Figure 1. Power grid (run 1).
Scale: 3 px per um. Pins as bars on the die edge. Tap cells in grey.
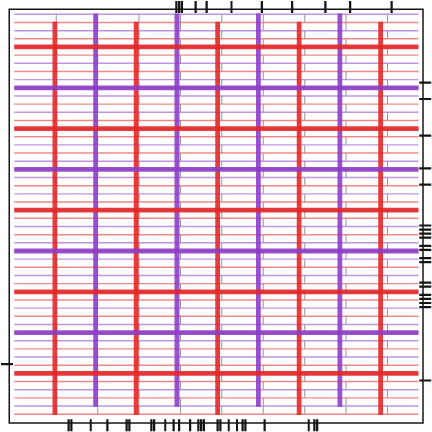
Figure 2. Cells coloured by class (run 1).
Scale: 3 px per um. Fill, decap, tap and diode cells in grey.
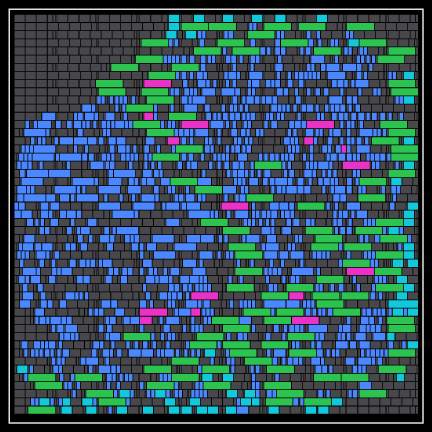
Figure 3. Clock network drawn from the DEF (run 1).
Scale: 3 px per um.
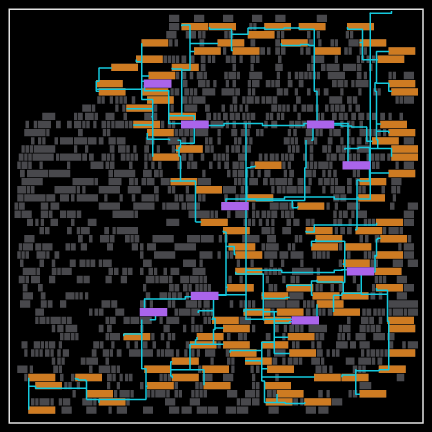
$ cat src/rtl/booth_mac8_pkg.sv
// Shared types and Booth radix-4 recoding helper for the booth_mac8 multiply-accumulate slice.
package booth_mac8_pkg;

  localparam int OP_W      = 8;
  localparam int PROD_W    = 16;
  localparam int ACC_W_DEF = 24;
  localparam int CNT_W_DEF = 8;

  typedef logic signed [OP_W-1:0]   op_t;
  typedef logic signed [PROD_W-1:0] prod_t;

  typedef struct packed {
    op_t  x;
    op_t  y;
    logic clr;
    logic last;
  } beat_t;

  typedef enum logic [2:0] {
    BD_ZERO,
    BD_P1,
    BD_P2,
    BD_M1,
    BD_M2
  } bdig_t;

  // Radix-4 digit for the bit triple {y[2i+1], y[2i], y[2i-1]}
  function automatic bdig_t booth_recode(input logic [2:0] t);
    bdig_t d;
    case (t)
      3'b001, 3'b010: d = BD_P1;
      3'b011:         d = BD_P2;
      3'b100:         d = BD_M2;
      3'b101, 3'b110: d = BD_M1;
      default:        d = BD_ZERO;
    endcase
    return d;
  endfunction

endpackage

$ cat src/rtl/booth_mac8_booth8.sv
// booth8: combinational signed 8x8 radix-4 Booth multiplier with a 16-bit two's-complement product.
module booth8
  import booth_mac8_pkg::*;
(
  input  logic signed [OP_W-1:0]   x,
  input  logic signed [OP_W-1:0]   y,
  output logic signed [PROD_W-1:0] p
);

  function automatic prod_t booth_mul(input op_t a, input op_t b);
    logic [OP_W:0] bz;
    prod_t         xs;
    prod_t         pp;
    prod_t         sum;
    bz  = {b, 1'b0};
    xs  = PROD_W'(a);
    sum = '0;
    for (int i = 0; i < OP_W / 2; i++) begin
      case (booth_recode(bz[2*i +: 3]))
        BD_P1:   pp = xs;
        BD_P2:   pp = xs <<< 1;
        BD_M1:   pp = -xs;
        BD_M2:   pp = -(xs <<< 1);
        default: pp = '0;
      endcase
      sum = sum + (pp <<< (2 * i));
    end
    return sum;
  endfunction

  assign p = booth_mul(x, y);

endmodule

$ cat src/rtl/booth_mac8.sv
// booth_mac8: pipelined signed 8x8 multiply-accumulate; emits a group total, sticky overflow and
// beat count each time a beat tagged last retires.
module booth_mac8
  import booth_mac8_pkg::*;
#(
  parameter int ACC_W = ACC_W_DEF,
  parameter int CNT_W = CNT_W_DEF
) (
  input  logic                    clock,
  input  logic                    reset_n,
  input  logic                    in_valid,
  output logic                    in_ready,
  input  logic signed [OP_W-1:0]  in_x,
  input  logic signed [OP_W-1:0]  in_y,
  input  logic                    in_clear,
  input  logic                    in_last,
  output logic                    out_valid,
  input  logic                    out_ready,
  output logic signed [ACC_W-1:0] out_acc,
  output logic                    out_ovf,
  output logic [CNT_W-1:0]        out_cnt
);

  typedef logic signed [ACC_W-1:0] acc_t;

  function automatic logic [CNT_W-1:0] sat_inc(input logic [CNT_W-1:0] c);
    return (&c) ? c : c + CNT_W'(1);
  endfunction

  function automatic logic add_ovf(input acc_t a, input acc_t b, input acc_t s);
    return (a[ACC_W-1] == b[ACC_W-1]) && (s[ACC_W-1] != a[ACC_W-1]);
  endfunction

  logic             en;
  logic             vld_p0;
  beat_t            beat_p0;
  prod_t            prod_b;
  logic             vld_p1;
  logic             clr_p1;
  logic             last_p1;
  prod_t            prod_p1;
  acc_t             acc_p2;
  logic             ovf_p2;
  logic [CNT_W-1:0] cnt_p2;
  logic             grp_done_p2;

  logic             restart;
  acc_t             base;
  acc_t             prod_ext;
  acc_t             sum;
  logic             ovf_nxt;
  logic [CNT_W-1:0] cnt_nxt;

  // A full, unaccepted result freezes the whole pipe so nothing downstream is overwritten
  assign en       = !out_valid || out_ready;
  assign in_ready = en;

  // Stage A: operand capture
  always_ff @(posedge clock or negedge reset_n) begin
    if (!reset_n) begin
      vld_p0  <= 1'b0;
      beat_p0 <= '0;
    end else if (en) begin
      vld_p0  <= in_valid;
      beat_p0 <= '{x: in_x, y: in_y, clr: in_clear, last: in_last};
    end
  end

  booth8 u_booth8 (
    .x (beat_p0.x),
    .y (beat_p0.y),
    .p (prod_b)
  );

  // Stage B: registered product
  always_ff @(posedge clock or negedge reset_n) begin
    if (!reset_n) begin
      vld_p1  <= 1'b0;
      clr_p1  <= 1'b0;
      last_p1 <= 1'b0;
      prod_p1 <= '0;
    end else if (en) begin
      vld_p1  <= vld_p0;
      clr_p1  <= beat_p0.clr;
      last_p1 <= beat_p0.last;
      prod_p1 <= prod_b;
    end
  end

  // A closed group restarts from zero even without an explicit clear
  always_comb begin
    restart  = clr_p1 || grp_done_p2;
    base     = restart ? acc_t'(0) : acc_p2;
    prod_ext = ACC_W'(prod_p1);
    sum      = base + prod_ext;
    ovf_nxt  = (restart ? 1'b0 : ovf_p2) | add_ovf(base, prod_ext, sum);
    cnt_nxt  = sat_inc(restart ? '0 : cnt_p2);
  end

  // Stage C: accumulate
  always_ff @(posedge clock or negedge reset_n) begin
    if (!reset_n) begin
      acc_p2      <= '0;
      ovf_p2      <= 1'b0;
      cnt_p2      <= '0;
      grp_done_p2 <= 1'b0;
    end else if (en && vld_p1) begin
      acc_p2      <= sum;
      ovf_p2      <= ovf_nxt;
      cnt_p2      <= cnt_nxt;
      grp_done_p2 <= last_p1;
    end
  end

  // With en high a held result is being taken, so it is either replaced or retired
  always_ff @(posedge clock or negedge reset_n) begin
    if (!reset_n) begin
      out_valid <= 1'b0;
      out_acc   <= '0;
      out_ovf   <= 1'b0;
      out_cnt   <= '0;
    end else if (en) begin
      if (vld_p1 && last_p1) begin
        out_valid <= 1'b1;
        out_acc   <= sum;
        out_ovf   <= ovf_nxt;
        out_cnt   <= cnt_nxt;
      end else begin
        out_valid <= 1'b0;
      end
    end
  end

endmodule

$ cat config.mk
export PLATFORM = sky130hd
export DESIGN_NAME = booth_mac8
export DESIGN_NICKNAME = d
export VERILOG_FILES = /design/src/rtl/booth_mac8_pkg.sv /design/src/rtl/booth_mac8_booth8.sv /design/src/rtl/booth_mac8.sv
export SDC_FILE = /design/constraint.sdc
export NUM_CORES = 1
export LEC_CHECK = 0
export ABC_AREA = 1
export CAP_MARGIN = 20
export CORE_UTILIZATION = 45
export DETAILED_ROUTE_END_ITERATION = 6
export MAX_ROUTING_LAYER = met4
export PLACE_DENSITY = 0.65
export SYNTH_ARGS = -nofsm -noshare
export SYNTH_HDL_FRONTEND = slang
export SYNTH_HIERARCHICAL = 1
export SYNTH_SLANG_ARGS = --single-unit
$ cat constraint.sdc
create_clock -name clock -period 10.1 [get_ports clock]
set_clock_uncertainty 0.15 [all_clocks]
set_input_delay 2.02 -clock clock [delete_from_list [all_inputs] [get_ports clock]]
set_output_delay 2.02 -clock clock [all_outputs]
set_load 0.01 [all_outputs]
==> ci_impl_report.md, run 1 <==
## Implementation flow summary

| Metric | Value |
|---|---|
| Pre-Repair DR Iteration Count | 5 |
| Chip area | 0.01889 mm^2 |
| Outcome | finished, final reports clean |
| Placed instance area | 0.008996 mm^2 |
| Floorplan utilization | 45.96% |
| Worst relative slew slack | 37.65% |
| Syn avg cell area | 7.216 um^2 |
| Cell Count Post-Placement | 1,410 |
| Critical Path Max Stage Delay | 0.49 ns |
| Post-CTS Setup Repair Bufs | 0 |
| Mapped Area | 0.008255 mm^2 |
| Hold path depth | 2 |
| Comb/total area | 52.20% |
| Final worst path period share | 56.70% |
| R2r startpoint | beat_p0[10] |
| Total CTS buffers | 9 |
| RSZ-0062 raised after global routing | false |
| Adder share | 11.70% |
| Mux area share | 0% |
| Logic area | 0.004863 mm^2 |
Notes on Figure 1 above:
Purple is VDD. Red is VSS.
9 straps on met5. The core has 49 rows. 50 met1 rails follow the rows. 229 tap cells. 9 straps on met4.
core area: 0.01796 mm^2
Die X: 137.4 um
Die Ht: 137.4 um

Notes on Figure 2 above:
Magenta is clock drivers and dummy loads, cells 16, share of their area 3.2%. Cyan is other buffers and delay cells, cells 60, share of their area 6.7%. Green is flip-flops, cells 106, share of their area 29%. Blue is all other logic, cells 1,016, share of their area 61%.
utilization after layout: 51.86%
Rows: 49
sequential cell area share: 28.47%
final instance area: 0.009316 mm^2

Notes on Figure 3 above:
Cyan is clock wires, length 1,480 um. Orange is flip-flops, count 106. Purple is cells driving clock nets, count 9.
Position of the flops: widely spread. There are 10 routed clock nets.

Figure 4. Wiring by layer (run 1).
Scale: 3 px per um.
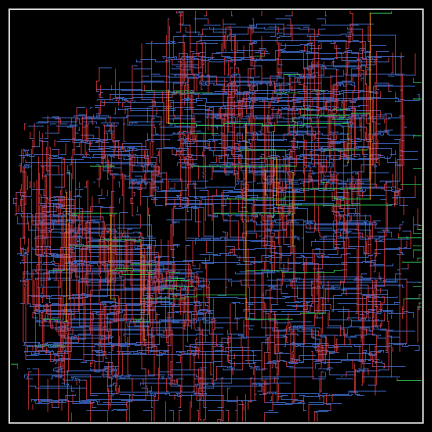

==> run 2, diff against run 1 <==
- clock period: 10.1 -> 5.55 ns (I/O delays scaled with it)
Figure 5. Wiring by layer (run 2).
Scale: 3 px per um.
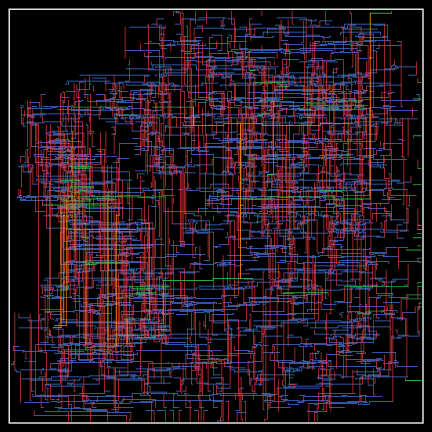
Orange is met4, wire length 511 um. Blue is met1, wire length 10,000 um. Green is met3, wire length 683 um. Red is met2, wire length 10,400 um.
total number of vias: 7,484
total track usage: 25.14%

Figure 6. Cells coloured by class (run 2).
Scale: 3 px per um. Fill, decap, tap and diode cells in grey.
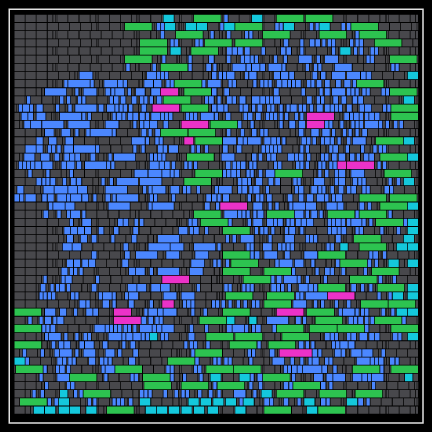
sequential cell area share: 28.39%
utilization after layout: 52.02%
final instance area: 0.009344 mm^2

==> ci_impl_report.md, run 2 <==
## Implementation flow summary

| Metric | Value |
|---|---|
| Fmax | 213.6 MHz |
| Rows | 49 (unchanged) |
| Fin cells | 1,428 (was 1,427) |
| Sequential fraction of the synthesis area | 32.13% (unchanged) |
| Clk slew on worst S/H paths | 0.08 ns (about the same) |
| Met1 Routed Length | 10,040 um (was 10,010 um) |
| Core area | 0.01796 mm^2 (unchanged) |
| Cell Count Post-Placement | 1,412 (was 1,410) |
| CTS tree | yes (unchanged) |
| Pre-Repair DR Iteration Count | 5 (unchanged) |
| Die Ht | 137.4 um (unchanged) |
| Post-CTS Setup Repair Bufs | 0 (unchanged) |
| Flip-flops | 106 (unchanged) |
| Inverter count | 163 (unchanged) |
| Worst relative slew slack | 41.78% (was 37.65%) |
| Final worst path period share | 84.35% |
| Mux area share | 0% (unchanged) |
| Top cells by count, synth | nand2_1 (368), inv_1 (145), dfrtp_1 (106) (unchanged) |
| Outcome | finished, final reports clean (unchanged) |
| Final hold slack | 0.3302 ns (was 0.3279 ns) |
| R2r startpoint | beat_p0[10] (unchanged) |
| Critical Path Max Stage Delay | 0.52 ns (was 0.49 ns) |
| Post-route minimum period | 4.681 ns |
| Adder share | 11.70% (unchanged) |
| Comb/total area | 52.05% (was 52.20%) |
| Mapped Area | 0.008255 mm^2 (unchanged) |
| ClkCell Share | 3.562% (was 3.143%) |
| Total CTS buffers | 9 (unchanged) |
| Total stage count of the critical path | 27 (was 5) |
| Floorplan utilization | 45.96% (unchanged) |
| Die X | 137.4 um (unchanged) |
| Chip area | 0.01889 mm^2 (unchanged) |
| Logic area | 0.004863 mm^2 (unchanged) |
| Placed instance area | 0.009011 mm^2 (was 0.008996 mm^2) |
| RSZ-0062 raised after global routing | false (unchanged) |
| 1st-iter DRT viols | 449 (was 483) |
| Hold_sp | out_acc[19] (was out_cnt[4]) |
| Syn avg cell area | 7.216 um^2 (unchanged) |
| Hold path depth | 2 (unchanged) |
Figure 7. Track usage over the die (run 2).
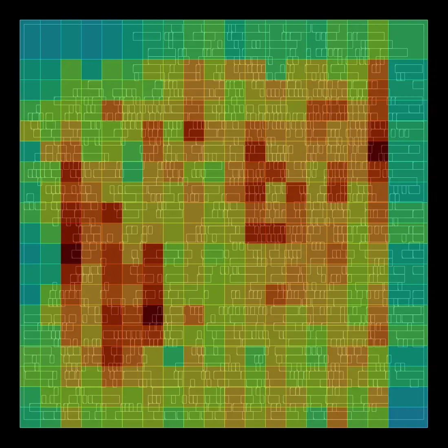
Avg WL per Cell: 15.14 um
met1 Use GR: 31.07%
GRT met2 Usage: 42.38%
Most Used Layer, Global Route: met2
GR met3 Demand/Resource: 3.532%

Figure 8. Clock network drawn from the DEF (run 2).
Scale: 3 px per um.
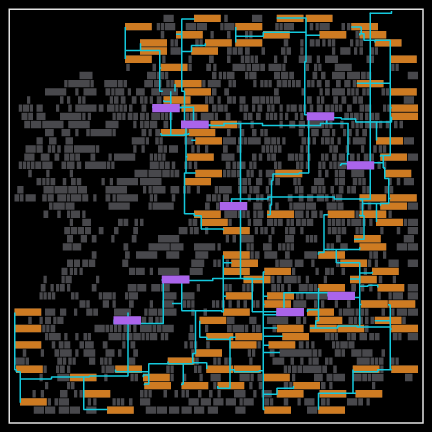

==> run 3, diff against run 2 <==
- clock period: 5.55 -> 4.4 ns (I/O delays scaled with it)
Figure 9. Clock network drawn from the DEF (run 3).
Scale: 3 px per um.
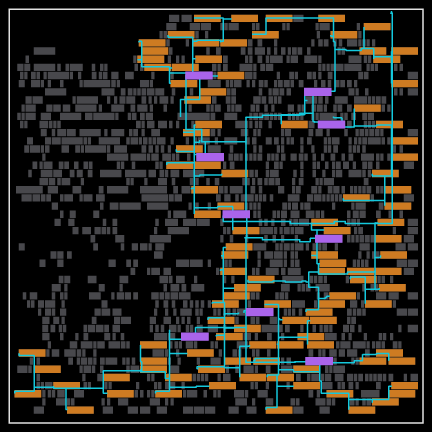
Worst-Skew Late Latency: 0.36 ns

Figure 10. Wiring by layer (run 3).
Scale: 3 px per um.
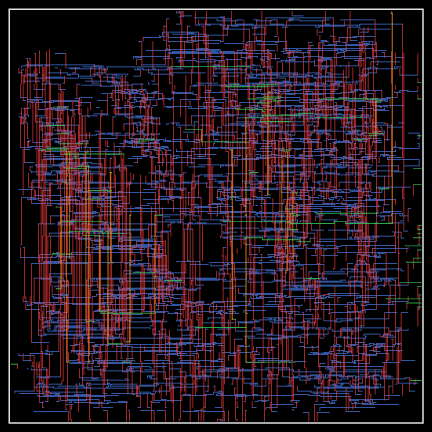
Blue is met1, wire length 9,960 um. Orange is met4, wire length 764 um. Green is met3, wire length 596 um. Red is met2, wire length 10,700 um.
Avg WL per Cell: 15.18 um
total number of vias: 7,594
total track usage: 25.69%
drt total wl: 22,070 um

Figure 11. Cells coloured by class (run 3).
Scale: 3 px per um. Fill, decap, tap and diode cells in grey.
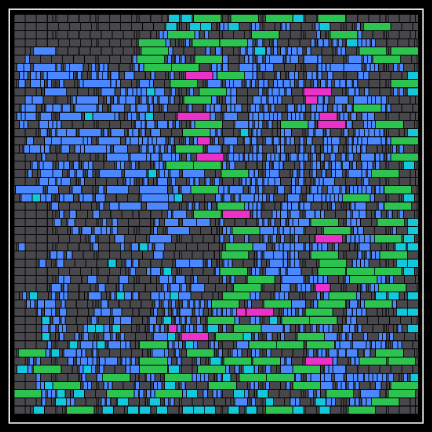
Magenta is clock drivers and dummy loads, cells 16, share of their area 3.5%. Green is flip-flops, cells 106, share of their area 28%. Blue is all other logic, cells 1,016, share of their area 60%. Cyan is other buffers and delay cells, cells 87, share of their area 8.5%.
sequential cell area share: 27.53%
utilization after layout: 53.64%
final instance area: 0.009635 mm^2

==> ci_impl_report.md, run 3 <==
## Implementation flow summary

| Metric | Value |
|---|---|
| Chip area | 0.01889 mm^2 (unchanged) |
| Core area | 0.01796 mm^2 (unchanged) |
| Sequential fraction of the synthesis area | 32.13% (unchanged) |
| Adder share | 11.70% (unchanged) |
| Placed instance area | 0.009199 mm^2 (was 0.009011 mm^2) |
| Outcome | finished, final reports clean (unchanged) |
| Total stage count of the critical path | 23 (was 27) |
| ClkCell Share | 3.363% (was 3.562%) |
| Worst relative slew slack | 46.38% (was 41.78%) |
| GR met3 Demand/Resource | 2.870% (was 3.532%) |
| Logic area | 0.004969 mm^2 (was 0.004863 mm^2) |
| Comb/total area | 51.56% (was 52.05%) |
| Flip-flops | 106 (unchanged) |
| Rows | 49 (unchanged) |
| GRT met2 Usage | 43.27% (was 42.38%) |
| Fin cells | 1,454 (was 1,428) |
| RSZ-0062 raised after global routing | false (unchanged) |
| Critical Path Max Stage Delay | 0.60 ns (was 0.52 ns) |
| Met1 Routed Length | 9964 um (was 10,040 um) |
| Met1 Use GR | 30.91% (was 31.07%) |
| 1st-iter DRT viols | 506 (was 449) |
| Final worst path period share | 93.34% (was 84.35%) |
| Post-CTS Setup Repair Bufs | 0 (unchanged) |
| Fmax | 243.5 MHz (was 213.6 MHz) |
| Syn avg cell area | 7.216 um^2 (unchanged) |
| Mux area share | 0% (unchanged) |
| Inverter count | 163 (unchanged) |
| Post-route minimum period | 4.107 ns (was 4.681 ns) |
| Floorplan utilization | 45.96% (unchanged) |
| Final hold slack | 0.3268 ns (was 0.3302 ns) |
| Die Ht | 137.4 um (unchanged) |
| Total CTS buffers | 9 (unchanged) |
| Mapped Area | 0.008255 mm^2 (unchanged) |
| Top cells by count, synth | nand2_1 (368), inv_1 (145), dfrtp_1 (106) (unchanged) |
| Most Used Layer, Global Route | met2 (unchanged) |
| Hold_sp | out_acc[18] (was out_acc[19]) |
